Metal layers overlaid:
(3 px per um)
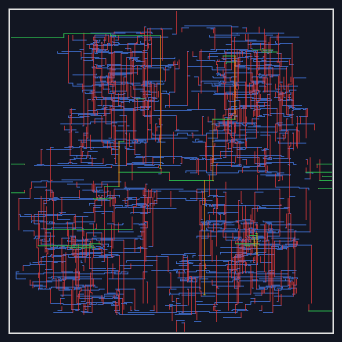
Port wiring:
(4 px per um)
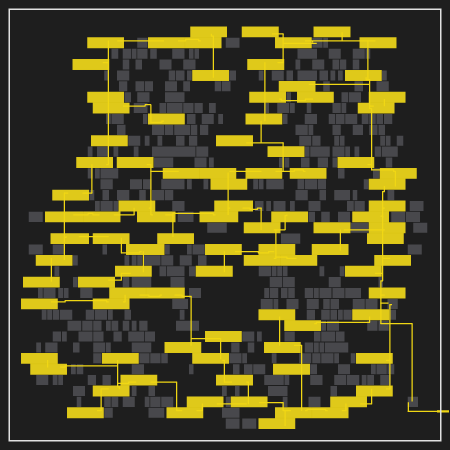
Design input_conditioner, sky130hd; sources not shown.
==> out/summary.txt <==
H-tree depth: 3
clk sink count: 93
synth cell count leaders: dfrtp_1, nor2_1, xnor2_1
Reg clk slew, reported paths: 0.09 ns
r2r setup slk: 2.06 ns
P_sw: 0.000350 W
combinational cell power: 0.0000552 W
Tapcells: 136
yosys cell count: 422
worst path buffer plus inverter count: 1
PostCTS Resize Cnt: 0
Final Instance Count excl. Fillers: 580
VDD IR max: 0.000192 V
Basic Gates by Area: 25.6%
placed instance count: 564
Metal-1 WL: 4.15 mm
WL/cell: 13.8 um
Synth area leaders: dfrtp_1, xnor2_1, nor2_1, dfstp_2, xor2_1
vias: 3029
main logic family after synthesis: simple AND/OR/NAND/NOR gates
aoi share: 5.07%
max_slew headroom: 49.6%
invs w/o clock: 12
crit path cell chain: clkdlybuf4s50_1
Worst-Skew Late Latency: 0.36 ns
Slew @ Worst Pin: 0.747 ns
status: completed
# hold bufs at CTS: 0
Top Layout Cells: dfrtp_1, nor2_1, xnor2_1, nand3_1, nand2_1
final setup TNS: 0 ns
final hold vios: 0
Crit. path cell count: 1
RSZ-0062 raised after global routing: no
Hold Crit Class: flip-flop to flip-flop
Yosys warning count: 0
Antenna Cells: 0
Switching Fraction: 22.9%
Syn Inst Count: 422
HPWL after detailed placement: 5.37 mm
Notes on 'metal layers overlaid' above:
- red: metal 2 (wire length 3490 um)
- blue: metal 1 (wire length 4150 um)
- green: metal 3 (wire length 242 um)
- orange: metal 4 (wire length 148 um)
GRT Util Overall: 16.1%
final WL: 8.02 mm

Notes on 'port wiring' above:
- yellow: reset (bits 1; direction input; edge east; end cells 93; buffers 3; wire 731 um)
IO Port Bufs: 11
I/O Pins: 12

Power figures rest on the tool's default switching activity, not on a simulated workload.
